===== config.mk =====
export PLATFORM = sky130hd
export DESIGN_NAME = group_serializer
export DESIGN_NICKNAME = d
export VERILOG_FILES = /design/src/rtl/group_ser_pkg.sv /design/src/rtl/group_ser_buf.sv /design/src/rtl/group_serializer.sv
export SDC_FILE = /design/constraint.sdc
export NUM_CORES = 1
export LEC_CHECK = 0
export CORE_AREA = 2 2 65 67
export DETAILED_ROUTE_END_ITERATION = 16
export DIE_AREA = 0 0 67 69
export GPL_TIMING_DRIVEN = 0
export PLACE_DENSITY = 0.7
export SYNTH_ARGS = -nofsm -noshare
export SYNTH_HDL_FRONTEND = slang
export SYNTH_SLANG_ARGS = --single-unit

===== constraint.sdc =====
create_clock -name clk -period 3.1 [get_ports clk]
set_input_delay 0.93 -clock clk [delete_from_list [all_inputs] [get_ports clk]]
set_output_delay 0.93 -clock clk [all_outputs]
set_load 0.005 [all_outputs]

===== src/rtl/group_ser_pkg.sv =====
// -----------------------------------------------------------------------------
// group_ser_pkg
// Shared definitions for the group serializer:
//   - state_t       : serializer FSM states (IDLE, SHIFT)
//   - DEF_GROUPSIZE : default number of symbols per group
//   - DEF_SYMW      : default symbol width in bits
// -----------------------------------------------------------------------------
package group_ser_pkg;

    localparam int DEF_GROUPSIZE = 8;
    localparam int DEF_SYMW      = 2;

    typedef enum logic {
        IDLE  = 1'b0,
        SHIFT = 1'b1
    } state_t;

endpackage


===== src/rtl/group_ser_buf.sv =====
// -----------------------------------------------------------------------------
// group_ser_buf
// One-entry holding buffer for a complete group waiting behind the active one.
// Ports:
//   clk, reset  : clock, asynchronous active-low reset (buffer empties)
//   i_load      : write i_data into the buffer, marks it full
//   i_take      : the buffered group is consumed this cycle, marks it empty
//   i_data      : group to store
//   o_data      : stored group
//   o_full      : buffer holds a group
// A take and a load in the same cycle leave the buffer full with the new
// group: load wins because the old contents are read out combinationally.
// -----------------------------------------------------------------------------
module group_ser_buf #(
    parameter int W = 16
) (
    input  logic         clk,
    input  logic         reset,
    input  logic         i_load,
    input  logic         i_take,
    input  logic [W-1:0] i_data,
    output logic [W-1:0] o_data,
    output logic         o_full
);

    logic [W-1:0] r_data;
    logic         r_full;

    always_ff @(posedge clk or negedge reset) begin
        if (!reset) begin
            r_data <= '0;
            r_full <= 1'b0;
        end else begin
            if (i_load) begin
                r_data <= i_data;
                r_full <= 1'b1;
            end else if (i_take) begin
                r_full <= 1'b0;
            end
        end
    end

    assign o_data = r_data;
    assign o_full = r_full;

endmodule


===== src/rtl/group_serializer.sv =====
// -----------------------------------------------------------------------------
// group_serializer
// Accepts a parallel group of GROUPSIZE symbols and emits it one symbol per
// handshake, symbol 0 (LSBs) first. One further group can wait in a holding
// buffer so back-to-back groups stream without bubbles.
// Ports:
//   clk, reset   : clock, asynchronous active-low reset
//   in_data      : parallel group (GROUPSIZE*SYMW bits)
//   in_valid     : in_data valid
//   in_ready     : a group can be accepted this cycle (= buffer not full)
//   out_sym      : current symbol
//   out_valid    : out_sym valid
//   out_ready    : downstream consumes out_sym this cycle
//   out_first    : out_sym is symbol 0 of its group
//   out_last     : out_sym is symbol GROUPSIZE-1 of its group
//   busy         : a group is shifting or buffered
//   o_dbg_state  : current FSM state
// Handshakes: a transfer happens on a rising edge where valid && ready. The
// producer holds its payload stable while valid is high and ready is low;
// ready never depends combinationally on valid.
// -----------------------------------------------------------------------------
module group_serializer
    import group_ser_pkg::*;
#(
    parameter int GROUPSIZE = DEF_GROUPSIZE,
    parameter int SYMW      = DEF_SYMW
) (
    input  logic                      clk,
    input  logic                      reset,
    input  logic [GROUPSIZE*SYMW-1:0] in_data,
    input  logic                      in_valid,
    output logic                      in_ready,
    output logic [SYMW-1:0]           out_sym,
    output logic                      out_valid,
    input  logic                      out_ready,
    output logic                      out_first,
    output logic                      out_last,
    output logic                      busy,
    output state_t                    o_dbg_state
);

    localparam int GW = GROUPSIZE * SYMW;
    localparam int CW = $clog2(GROUPSIZE);
    localparam logic [CW-1:0] CNT_LAST = CW'(GROUPSIZE - 1);

    state_t          r_state, w_state_nxt;
    logic [GW-1:0]   r_shift, w_shift_nxt;
    logic [CW-1:0]   r_cnt,   w_cnt_nxt;

    logic            w_accept;
    logic            w_hs;
    logic            w_last_hs;
    logic            w_buf_load;
    logic            w_buf_take;
    logic            w_buf_full;
    logic [GW-1:0]   w_buf_data;

    assign in_ready  = !w_buf_full;
    assign w_accept  = in_valid && in_ready;
    assign w_hs      = (r_state == SHIFT) && out_ready;
    assign w_last_hs = w_hs && (r_cnt == CNT_LAST);

    // The buffer hands its group to the shift register on the last-symbol
    // handshake. An incoming group goes to the buffer whenever a group is
    // active, except when the active group finishes with the buffer empty:
    // then it loads the shift register directly.
    assign w_buf_take = w_last_hs && w_buf_full;
    assign w_buf_load = w_accept && (r_state == SHIFT) && !(w_last_hs && !w_buf_full);

    group_ser_buf #(
        .W (GW)
    ) u_buf (
        .clk    (clk),
        .reset  (reset),
        .i_load (w_buf_load),
        .i_take (w_buf_take),
        .i_data (in_data),
        .o_data (w_buf_data),
        .o_full (w_buf_full)
    );

    always_ff @(posedge clk or negedge reset) begin
        if (!reset) begin
            r_state <= IDLE;
            r_shift <= '0;
            r_cnt   <= '0;
        end else begin
            r_state <= w_state_nxt;
            r_shift <= w_shift_nxt;
            r_cnt   <= w_cnt_nxt;
        end
    end

    always_comb begin
        w_state_nxt = r_state;
        w_shift_nxt = r_shift;
        w_cnt_nxt   = r_cnt;
        case (r_state)
            IDLE: begin
                if (w_accept) begin
                    w_shift_nxt = in_data;
                    w_cnt_nxt   = '0;
                    w_state_nxt = SHIFT;
                end
            end
            SHIFT: begin
                if (w_last_hs) begin
                    w_cnt_nxt = '0;
                    if (w_buf_full) begin
                        w_shift_nxt = w_buf_data;
                    end else if (w_accept) begin
                        w_shift_nxt = in_data;
                    end else begin
                        w_state_nxt = IDLE;
                    end
                end else if (w_hs) begin
                    w_shift_nxt = r_shift >> SYMW;
                    w_cnt_nxt   = r_cnt + CW'(1);
                end
            end
            default: begin
                w_state_nxt = IDLE;
            end
        endcase
    end

    // Outputs are gated by out_valid so a stale shift register never leaks
    // out while idle.
    assign out_valid   = (r_state == SHIFT);
    assign out_sym     = out_valid ? r_shift[SYMW-1:0] : '0;
    assign out_first   = out_valid && (r_cnt == '0);
    assign out_last    = out_valid && (r_cnt == CNT_LAST);
    assign busy        = (r_state == SHIFT) || w_buf_full;
    assign o_dbg_state = r_state;

endmodule

run_1/pins.png
(6 px per µm) Pins as bars across the die edge, other pins in grey.
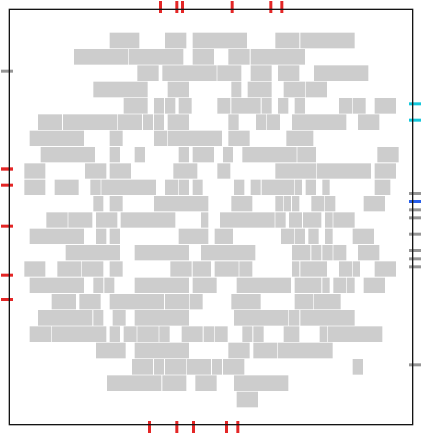
| colour | port | pins | direction | edge |
|---|---|---|---|---|
| red | `in_data` | 16 | input | 6 top, 5 left, 5 bottom |
| cyan | `out_sym` | 2 | output | right |
| blue | `o_dbg_state` | 1 | output | right |
all pins by edge: 11 right, 6 left, 6 top, 5 bottom

run_1/metal_stack.png
(6 px per µm) Only two layers are drawn.
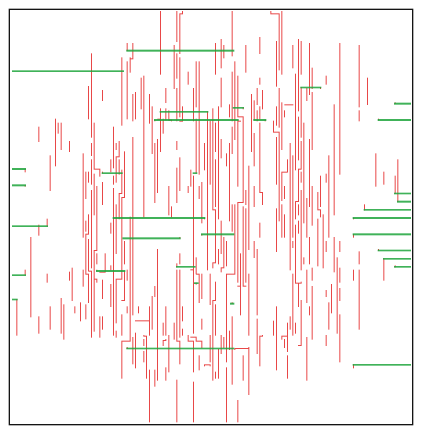
| colour | layer | wire length |
|---|---|---|
| green | met3 | 197 µm |
| red | met2 | 1890 µm |

==> results.ini, run 1 <==
[logic_synthesis]
top_area_share_pct=51.0
ys.flops=37
largest_area_cell=dfrtp_1
edf_count=0
syn_nets=182
syn-cell-area_um2=1810
ys_types=31
ys_area_um2=1810
top_cells_by_count=dfrtp_1, a221o_1, mux2_2
ff_type=dfrtp_1
yosys_warnings=0
avgSynthCellArea_um2=11.4

[clock_tree]
cts_buffers=5
clock_path_buffers=2
insertion_delay_ns=0.29
cts_tree=built
postCtsResizedCells=0
cts_hold_buffers=0
root_buffer=clkbuf_8
htree_levels=2
post_cts_buffers=0

[drt]
drt-pass1-iter-count=4
drc_errors=0
wire_per_inst_um=16.4
ant_nets=0
drtIter0Drc=73
num_vias=1398
via_per_inst=5.80

[die]
die_h_um=69
fp-row-count=23
coreArea_um2=3910
die_w_um=67
die_area_um2=4620

[global_route]
grt_pass1_vias=1417
grt_max_degree=38
groute.usage.overall_pct=19.0
grt_pass1_wl_mm=6.64
antenna_found_initial=0
grt-ovfl-total=0

[sta]
finalSetupTns_ns=0
rsz0062_at_grt=false
finalHoldViolations=0
max_freq_ghz=0.346
fin_crit_sh_pct=93.3
setup_viol=0
period_needed_ns=2.89
fin_skew_ns=0.00377
timing.slew.headroom_pct=44.5

[final_layout]
drive_gt1_share_pct=19.9
syn_to_final_growth_pct=21.9
fin_nets=215
logic_area_um2=812

[power]
ir_drop_v=0.000293
total_leakage_power_nw=0.962

[worst_setup_path]
ff2ff_path_depth=7
endpoint_kind=output port
slowest_delay_ns=0.49
crit_path_start_kind=flop
critical_path_arrival_ns=1.96
crit_start=r_cnt[0]
path_delay_family=buffers and inverters
path_common_cell=ha_1
cp_cell_sequence=ha_1, ha_1, buf_2, and2_1, clkdlybuf4s50_1
critical_path_buf_inv_count=2
slowest_stage=clkdlybuf4s50_1
r2r_slack_ns=0.75

[worst_hold_path]
min_to=r_shift[1]
hp-start=r_shift[1]
holdPathStages=1

[run]
tool_warnings=27

[placed_design]
globalplace.congestion=0.775
io_buffers=27

[outcome]
status=finished, final reports clean

run_1/port_nets.png
(4 px per µm)
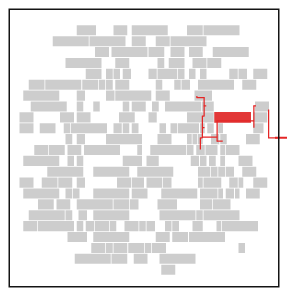
| colour | port | direction | end cells | buffers | wire |
|---|---|---|---|---|---|
| red | `o_dbg_state` | output | 1 | 1 | 51.2 µm |

## run 1: where the power goes
group / total (mW) / leakage (nW) / internal [mW] / switching (mW)
Sequential: 0.787 / 0.494 / 0.668 / 0.118
Combinational: 0.533 / 0.428 / 0.300 / 0.232
Clock: 0.309 / 0.0399 / 0.148 / 0.161
Total: 1.63 / 0.962 / 1.12 / 0.512
## run 1: cells in the final DEF, fill, tap and decap left out
cell,n
dfrtp_1,37
clkdlybuf4s50_1,26
mux2_2,16
a221o_1,16
nand2b_1,15
nand3_1,14
a21oi_1,14
buf_2,7
nand2_1,5
clkbuf_8,5
and2_1,4
inv_1,3
nor2_1,3
o21ai_0,3
ha_1,3
clkbuf_1,2
and4_1,2
clkbuf_2,1
or2_2,1
nand2_2,1
nor3b_4,1
buf_6,1
nor3b_2,1
o2bb2ai_2,1
a21oi_2,1
a32oi_1,1
nor2b_1,1
and3b_1,1
a22o_1,1
nor3_1,1
a21o_1,1
buf_4,1
clkinv_2,1
## run 1: per-stage QoR
step           instances  setup WS (ns)  area [µm²]  util (%)  hold slack (ns)
6_report             241          0.208        2210      56.5            0.510
5_1_grt              241          0.106        2210      56.5            0.527
4_1_cts              241          0.179        2210      56.5            0.509
3_5_place_dp         236          0.199        2140      54.7            0.493
3_3_place_gp         236          0.176        2150      54.9            0.483
2_1_floorplan        159          0.906        1810         -            0.472
## run 1: final cells by class
| class | instances | share of cell area, % |
|---|---|---|
| inverter | 3 | 0.509 |
| tap | 50 | 2.83 |
| buffer | 11 | 2.77 |
| sequential | 37 | 41.9 |
| timing repair buffer | 27 | 12.0 |
| clock inverter | 1 | 0.226 |
| clock buffer | 5 | 3.11 |
| multi-input combinational | 107 | 36.7 |
## run 1: logic make-up (layout without fill, tap and decap cells)
logic type                 after synthesis  in the layout  synth area share (%)
AOI/OAI and AO/OA                       38             38                  16.2
muxes                                   16             16                  9.93
buffers and inverters                   15             47                  4.21
DFF                                     37             37                  51.0
and+or+nand+nor                         50             50                  16.6
adders and majority gates                3              3                  2.07
## run 1: sequential cells by signal, indices dropped and copies added, names as in the netlist
signal,flops
o_dbg_state,1
r_cnt,3
r_shift,16
u_buf.o_data,16
u_buf.o_full,1
## run 1: worst max path at each step
stage               cells after the start       end  slack, ns
floorplan                               5  out_last       0.91
global route                            5  out_last       0.11
finish                                  5  out_last       0.21
global placement                        6  out_last       0.18
detailed placement                      6  out_last       0.20
CTS                                     5  out_last       0.18
## run 1: per-layer routing
metal / track usage [%] / routed length, µm
met1: 24.1 / 1760
met2: 28.9 / 1890
met3: 5.71 / 196
met4: 9.75 / 95
met5: 0 / 0
run_1/final_placement.png
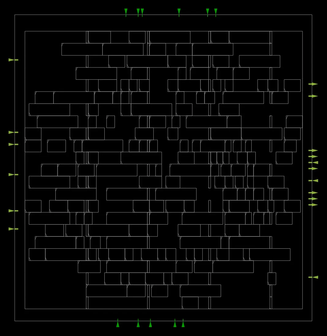

## Run 2: what changed since run 1
--- a/config.mk
+++ b/config.mk
@@ -5,11 +5,12 @@
 export SDC_FILE = /design/constraint.sdc
 export NUM_CORES = 1
 export LEC_CHECK = 0
+export ABC_CLOCK_PERIOD_IN_PS = 3100
 export CORE_AREA = 2 2 65 67
 export DETAILED_ROUTE_END_ITERATION = 16
 export DIE_AREA = 0 0 67 69
-export GPL_TIMING_DRIVEN = 0
 export PLACE_DENSITY = 0.7
+export RECOVER_POWER = 25
 export SYNTH_ARGS = -nofsm -noshare
 export SYNTH_HDL_FRONTEND = slang
 export SYNTH_SLANG_ARGS = --single-unit
run_2/final_placement.png
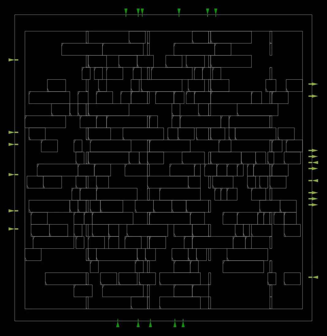
Finished Layout Cells: 238
Seq area share: 41.9%
flop count: 37
# Taps: 50
fill count: 338

run_2/port_nets.png
(4 px per µm)
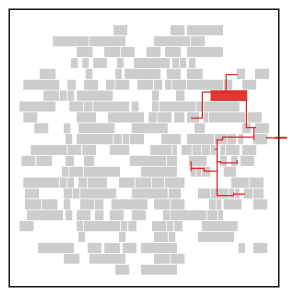
| colour | port | direction | end cells | buffers | wire |
|---|---|---|---|---|---|
| red | `o_dbg_state` | output | 1 | 1 | 90.1 µm |

==> results.ini, run 2 <==
[clock_tree]
htree_levels=2  ; unchanged
cts_tree=built  ; unchanged
cts_hold_buffers=0  ; unchanged
root_buffer=clkbuf_8  ; unchanged
clock_path_buffers=2  ; unchanged
cts_buffers=5  ; unchanged
post_cts_buffers=0  ; unchanged
insertion_delay_ns=0.28  ; was 0.29 ns
postCtsResizedCells=0  ; unchanged

[final_layout]
drive_gt1_share_pct=19.1  ; was 19.9%
final_cell_mix=dfrtp_1, clkdlybuf4s50_1, mux2_2, a221o_1, nand2b_1  ; unchanged
layout_top_cell=dfrtp_1  ; unchanged
antenna_cells=0  ; unchanged
logic_area_um2=812  ; unchanged
fin_nets=210  ; was 215
syn_to_final_growth_pct=21.9  ; about the same
postLayoutCellArea_um2=2210  ; about the same

[die]
fp-row-count=23  ; unchanged
die_area_um2=4620  ; unchanged
coreArea_um2=3910  ; unchanged
io_pins=28  ; unchanged
die_h_um=69  ; unchanged
die_w_um=67  ; unchanged

[logic_synthesis]
largest_area_cell=dfrtp_1  ; unchanged
ys_area_um2=1810  ; unchanged
yosys_warnings=0  ; unchanged
syn_nets=182  ; unchanged
top_cells_by_count=dfrtp_1, a221o_1, mux2_2  ; unchanged
syn-cell-area_um2=1810  ; unchanged
netlist_instances=159  ; unchanged
ff_type=dfrtp_1  ; unchanged
avgSynthCellArea_um2=11.4  ; unchanged
ys_types=31  ; unchanged
edf_count=0  ; unchanged
ys.flops=37  ; unchanged
top_area_share_pct=51.0  ; unchanged

[power]
ir_drop_v=0.000372  ; was 0.000293 V
total_leakage_power_nw=0.956  ; was 0.962 nW

[sta]
rsz0062_at_grt=false  ; unchanged
finalHoldViolations=0  ; unchanged
fin_crit_sh_pct=83.4  ; was 93.3%
setup_viol=0  ; unchanged
max_freq_ghz=0.387  ; was 0.346 GHz
timing.slew.headroom_pct=39.2  ; was 44.5%
fin_skew_ns=0.00698  ; was 0.00377 ns
finalSetupTns_ns=0  ; unchanged
period_needed_ns=2.59  ; was 2.89 ns

[worst_setup_path]
path_common_cell=ha_1  ; unchanged
path_delay_family=buffers and inverters  ; unchanged
ff2ff_path_depth=7  ; unchanged
slowest_delay_ns=0.43  ; was 0.49 ns
critical_path_arrival_ns=1.66  ; was 1.96 ns
cp_cell_sequence=ha_1, ha_1, and2_1, clkdlybuf4s50_1  ; was ha_1, ha_1, buf_2, and2_1, clkdlybuf4s50_1
cp_max_fo=4  ; was 18
crit_cells=4  ; was 5
critical_path_buf_inv_count=1  ; was 2
slowest_stage=clkdlybuf4s50_1  ; unchanged
endpoint_kind=output port  ; unchanged

[global_route]
grt_pass1_vias=1336  ; was 1417
grt_max_degree=38  ; unchanged
grt-ovfl-total=0  ; unchanged
grt_pass1_wl_mm=6.39  ; was 6.64 mm
groute.usage.overall_pct=17.7  ; was 19.0%
antenna_found_initial=0  ; unchanged

[drt]
drtIter0Drc=58  ; was 73
num_vias=1341  ; was 1398
drt-pass1-iter-count=4  ; unchanged
via_per_inst=5.63  ; was 5.80
routed_wl_mm=3.60  ; was 3.95 mm
ant_nets=0  ; unchanged
wire_per_inst_um=15.1  ; was 16.4 µm
drc_errors=0  ; unchanged

[worst_hold_path]
min_path_type=reg -> reg  ; unchanged
holdPathStages=1  ; unchanged

[placed_design]
dpl_cell_area_um2=2130  ; was 2140 µm²
globalplace.congestion=0.760  ; was 0.775
io_buffers=27  ; unchanged

[outcome]
status=finished, final reports clean  ; unchanged

run 2: cell counts after synthesis:
No cell type changed its count.
run 2: path summary, 6_finish.rpt:
kind | from | to | slack [ns]
worst max-delay path | r_cnt[0] | out_last | 0.51
worst min-delay path | u_buf.o_data[14] | u_buf.o_data[14] | 0.51
worst max register to register | r_cnt[0] | u_buf.o_data[5] | 0.99
worst min register to register | u_buf.o_data[14] | u_buf.o_data[14] | 0.51
max in group asynchronous | reset | u_buf.o_data[9] | 1.22
min in group asynchronous | reset | u_buf.o_full | 1.31
run 2: cells by family after synthesis:
| logic type | synth area share (%) |
|---|---|
| simple gates | 16.6 |
| compound gates | 16.2 |
| flops | 51.0 |
| mux | 9.93 |
| buf+inv | 4.21 |
| fa+ha+maj | 2.07 |
run 2: final cells by class:
| class | instances | area share (%) |
|---|---|---|
| sequential | 37 | 41.9 |
| multi-input combinational | 107 | 36.7 |
| timing repair buffer | 33 | 14.1 |
| clock buffer | 5 | 3.11 |
| tap | 50 | 2.83 |
| clock inverter | 3 | 0.792 |
| inverter | 3 | 0.509 |
run 2: layer usage:
layer	up-vias	GRT usage, %	part of all wire [%]
li1	639	-	-
met1	666	23.3	46
met2	34	28.2	49
met3	2	4.57	4.5
met4	0	5.44	0.67
met5	-	0	0
run 2: per-stage QoR:
stage	power (mW)	hold slack [ns]	util [%]	setup WS (ns)	std cells
2_1_floorplan	1.12	0.472	-	0.906	159
4_1_cts	1.63	0.513	56.6	0.491	238
3_5_place_dp	1.31	0.495	54.3	0.564	230
5_1_grt	1.73	0.528	56.5	0.427	238
3_3_place_gp	1.28	0.485	54.3	0.574	230
6_report	1.61	0.511	56.5	0.514	238
run 2: worst reg2reg max path: stages, from the launching register on:
cell and delay (ns):
dfrtp_1 0.41, ha_1 0.21, ha_1 0.18, buf_4 0.24
nand2_2 0.14, nor3b_4 0.17, buf_4 0.27, mux2_2 0.37
run 2: power by group:
group	switching (mW)	internal, mW
clock	0.165	0.155
sequential	0.128	0.668
combinational	0.206	0.288
total	0.499	1.11
Power and IR drop assume default switching activity.
